==> config.mk <==
export PLATFORM = sky130hd
export DESIGN_NAME = game_event_arbiter
export DESIGN_NICKNAME = d
export VERILOG_FILES = /design/src/rtl/game_event_arbiter_pkg.sv /design/src/rtl/game_event_arbiter_frame_class_accum.sv /design/src/rtl/game_event_arbiter.sv
export SDC_FILE = /design/constraint.sdc
export NUM_CORES = 1
export LEC_CHECK = 0
export CAP_MARGIN = 10
export CORE_UTILIZATION = 41
export CTS_BUF_LIST = sky130_fd_sc_hd__clkbuf_8
export CTS_CLUSTER_SIZE = 8
export DETAILED_ROUTE_END_ITERATION = 12
export PLACE_DENSITY = 0.72
export SLEW_MARGIN = 20
export SYNTH_ARGS = -nofsm -noshare
export SYNTH_HDL_FRONTEND = slang
export SYNTH_HIERARCHICAL = 1
export SYNTH_SLANG_ARGS = --single-unit
==> constraint.sdc <==
create_clock -name clk -period 1.7 [get_ports clk]
set_input_delay 0.17 -clock clk [delete_from_list [all_inputs] [get_ports clk]]
set_output_delay 0.17 -clock clk [all_outputs]
set_load 0.005 [all_outputs]
**Run 1: the clock network**

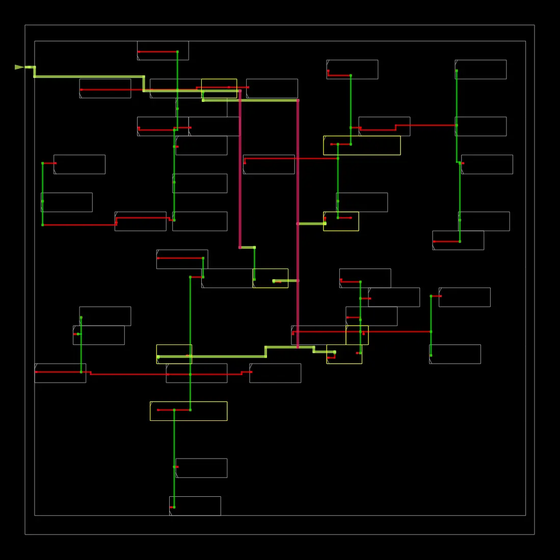
clock latency of the later-clocked register in the worst-skew pair: 0.30 ns
CTS sink count: 37
number of clock buffer instances in the layout: 5
clock group total power: 928 uW
number of sequential cells in the layout: 37

**Run 1: cell density map**

Drawn at 4 px/um. The die is cut into 7 by 7 equal tiles; black is low, pale yellow is high, 0 to 100% covered.
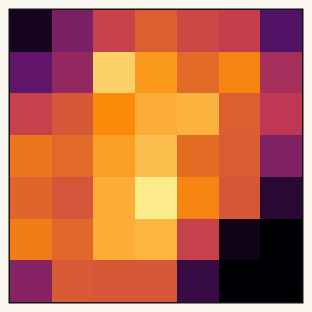
emptiest ninth of the die: south-east
mean over tiles: 54%
tiles over 75% full: 20%
nearly empty tiles: 6.1%
densest ninth of the die: center
fin util: 62.2%
FP Core Util: 43.2%

**Run 1: wiring by layer**

Drawn at 4 px/um.
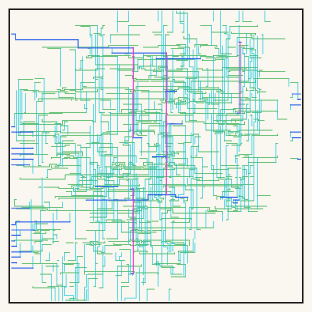
| color | layer | wire length |
|---|---|---|
| blue | met3 | 191 um |
| cyan | met2 | 2400 um |
| green | met1 | 2280 um |
| magenta | met4 | 96.6 um |
final WL: 4970 um
via count: 1953

**Run 1: ports around the boundary**

Drawn at 4 px/um. Pins as bars across the die edge, other pins in gray.
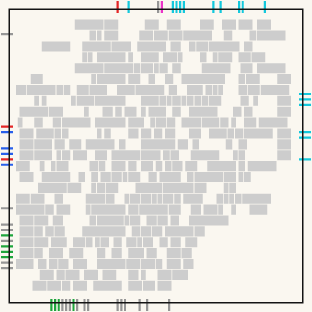
| color | port | pins | direction | edge |
|---|---|---|---|---|
| green | drawR_obj | 8 | input | 4 south, 4 west |
| cyan | score | 16 | output | 10 north, 6 east |
| blue | lives | 4 | output | west |
| magenta | nextLevel | 1 | output | north |
| red | level | 3 | output | 2 west, 1 north |
floorplan die height: 73.0 um
die width: 73.0 um
Buffers on Ports: 51

==> ds_physical_params.txt, run 1 <==
Implementation parameters

Parameter                              Value

Run status
  Result of the run .................. complete, no violations

Clock tree
  Number of setup buffers added after CTS .................. 1
  Clock Root Buffer .................. clkbuf_8
  Hold Buf Count CTS .................. 0

Job
  Number of warning messages in the logs .................. 31

Finish
  Area occupied by multi-input gates .................. 0.00126 sq mm
  Filler instances .................. 405
  Most instantiated logic cell after routing .................. clkdlybuf4s50_1
  Share of post-route cells with drive strength above 1 .................. 18.6%
  Non-clock inverters .................. 13
  Logic share of the area .................. 42.2%

Route
  Metal-1 WL .................. 2280 um
  Met2 Wirelength .................. 2400 um
  First DRT Iteration DRCs .................. 102
  Number of nets still failing antenna checks after routing .................. 0
  Drt wl/cell .................. 13.3 um

Placement
  Placement Setup Slack .................. -0.0426 ns
  Half-perimeter wire length after placement .................. 3700 um

Power and ir drop
  Portion of total power attributed to combinational logic .................. 19.1%
  Ratio of total power to cell area .................. 782 mW/mm^2
  Sequential-cell power consumption .................. 955 uW
  Psw .................. 579 uW
  Power dissipated in combinational cells .................. 445 uW

Critical path
  Reg2Reg Setup Slack .................. 0.10 ns
  Kind of end point of the critical path .................. output pin

Global routing
  Via count of the first global-routing pass .................. 1820
  Grt peak-use layer .................. met2
  Wire length of the first global-routing pass .................. 8370 um
  Global-route met3 utilization .................. 4.83%

Timing
  Share of the clock period used by the worst path after layout .................. 95.0%
  Unrepaired setup endpoints after global routing .................. false
  Post-route clock skew .................. 0.00715 ns
  Post-Route Hold Slack .................. 0.447 ns
  Total of endpoints with negative setup slack in the final report .................. 0

Synth
  Number of standard cells after synthesis .................. 232

Floorplanning
  Chip area .................. 0.00533 sq mm

Worst hold path
  Hold depth .................. 2
==> run 1 -> run 2 <==
--- a/config.mk
+++ b/config.mk
@@ -10,7 +10,8 @@
 export CTS_BUF_LIST = sky130_fd_sc_hd__clkbuf_8
 export CTS_CLUSTER_SIZE = 8
 export DETAILED_ROUTE_END_ITERATION = 12
-export PLACE_DENSITY = 0.72
+export PLACE_DENSITY = 0.69
+export SKIP_CTS_REPAIR_TIMING = 1
 export SLEW_MARGIN = 20
 export SYNTH_ARGS = -nofsm -noshare
 export SYNTH_HDL_FRONTEND = slang
==> constraint.sdc (replaced) <==
create_clock -name clk -period 1.9 [get_ports clk]
set_input_delay 0.19 -clock clk [delete_from_list [all_inputs] [get_ports clk]]
set_output_delay 0.19 -clock clk [all_outputs]
set_load 0.005 [all_outputs]
**Run 2: the clock network**

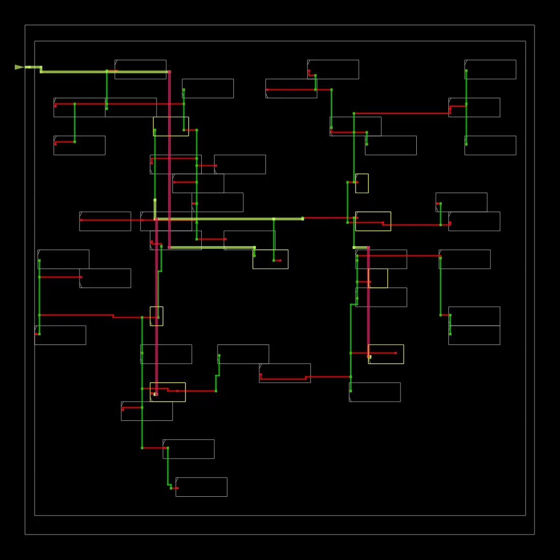
clock group total power: 551 uW
clock latency of the later-clocked register in the worst-skew pair: 0.29 ns
post-route clock skew: 0.00432 ns
number of buffers inserted during clock tree synthesis: 5

==> ds_physical_params.txt, run 2 <==
Implementation parameters

Parameter                              Value

Run status
  Result of the run .................. complete, no violations

Timing
  Max_slew headroom .................. 48.5%
  Final Max Slew Viols .................. 0
  Post-Route Hold Slack .................. 0.418 ns
  Unrepaired setup endpoints after global routing .................. false
  Worst-Margin Slew .................. 0.764 ns
  Highest clock frequency the design can meet .................. 568 MHz
  Total of endpoints with negative setup slack in the final report .................. 0
  Setup slack after layout .................. 0.139 ns
  Share of the clock period used by the worst path after layout .................. 92.7%
  Final critical path time including I/O delays and setup .................. 1.76 ns

Route
  Via count .................. 1907
  Drt wl/cell .................. 13.3 um
  Met2 Wirelength .................. 2200 um
  Number of nets still failing antenna checks after routing .................. 0
  DRC violation count after routing .................. 0
  First DRT Iteration DRCs .................. 117
  Final WL .................. 4830 um
  Metal-1 WL .................. 2300 um
  Drt via density .................. 5.27

Finish
  Number of sequential cells in the layout .................. 37
  Buffer share of cell area .................. 21.6%
  Flip-flop count of the largest register after layout .................. 16
  Register Area .................. 741 sq um
  Filler instances .................. 431
  Non-clock inverters .................. 13
  Logic share of the area .................. 44.0%
  Area occupied by multi-input gates .................. 0.00123 sq mm
  Total inserted antenna cells .................. 0
  Most instantiated logic cell after routing .................. clkdlybuf4s50_1
  Layout overhead on the synthesized area .................. 34.7%
  Net total in the final layout .................. 317
  Number of clock buffer instances in the layout .................. 5
  Non-Filler Instances .................. 362
  Multi-input gates .................. 174
  Share of post-route cells with drive strength above 1 .................. 12.9%

Power and ir drop
  Relative contribution of sequential cells to total power .................. 48.7%
  Power dissipated in combinational cells .................. 346 uW
  Static Leak .................. 1.02 nW
  Sequential-cell power consumption .................. 851 uW
  Portion of total power attributed to combinational logic .................. 19.8%
  Switching share of power .................. 28.4%
  Power share of the clock group .................. 31.5%
  Max power group .................. sequential cells
  Psw .................. 497 uW
  Ratio of total power to cell area .................. 628 mW/mm^2

Placement
  Half-perimeter wire length after placement .................. 3600 um
  Final GP Congestion .................. 0.837
  Placement Setup Slack .................. 0.107 ns
  Buffers on Ports .................. 51
  Placed Instances .................. 354

Worst hold path
  Hold depth .................. 1

Global routing
  Global-route met3 utilization .................. 5.25%
  Overall global routing resource usage .................. 19.5%
  Via count of the first global-routing pass .................. 1684
  Global-route track usage on met1 .................. 26.1%
  Wire length of the first global-routing pass .................. 7980 um
  Grt peak-use layer .................. met2
  Initial antenna violation count .................. 0
  GR met2 Demand/Resource .................. 29.1%

Critical path
  Buf+Inv Stages, Crit Path .................. 2
  Sequence of cells on the critical path .................. nor2_2 > nand2_1 > inv_1 > clkdlybuf4s50_1
  Worst R2R Path Depth .................. 6
  Kind of end point of the critical path .................. output pin
  Reg2Reg Setup Slack .................. 0.16 ns
  Instance count on the critical path .................. 4
  Critical Path RT .................. 1.71 ns
  Start-to-end type of the worst setup path .................. reg -> out
  Worst-path maximum fanout .................. 8
  Crit path launch type .................. register

Synth
  Number of standard cells after synthesis .................. 232
  Netlist Area Pre-Place .................. 0.00207 sq mm

Floorplanning
  FP Core Util .................. 43.2%
  Chip area .................. 0.00533 sq mm
  Floorplan die height .................. 73.0 um
  Number of tapcells .................. 67
  Die width .................. 73.0 um

Job
  Number of warning messages in the logs .................. 31
  Max Cap Violations .................. 0

Clock tree
  Register clock-pin slew on the reported worst setup and hold paths .................. 0.08 ns
  Clock Root Buffer .................. clkbuf_8
  CTS sink count .................. 37
  Number of buffers on the longest clock path .................. 2
  Clock H-tree levels .................. 2
**Run 2: cells colored by class**

Drawn at 4 px/um.
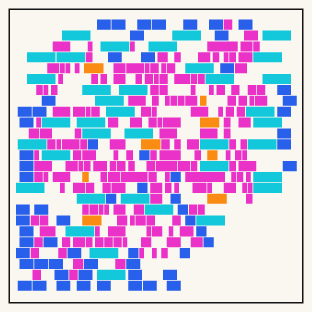
| color | class | cells |
|---|---|---|
| cyan | flops | 37 |
| blue | other buffers and delay cells | 63 |
| magenta | all other logic | 187 |
| orange | clock drivers and dummy loads | 8 |
core region area: 0.00479 sq mm
share of cell area taken by flip-flops and latches: 26.6%
row count: 25
fin util: 58.2%
area of all placed cells without fillers: 0.00279 sq mm

Power figures rest on the tool's default switching activity, not on a simulated workload.
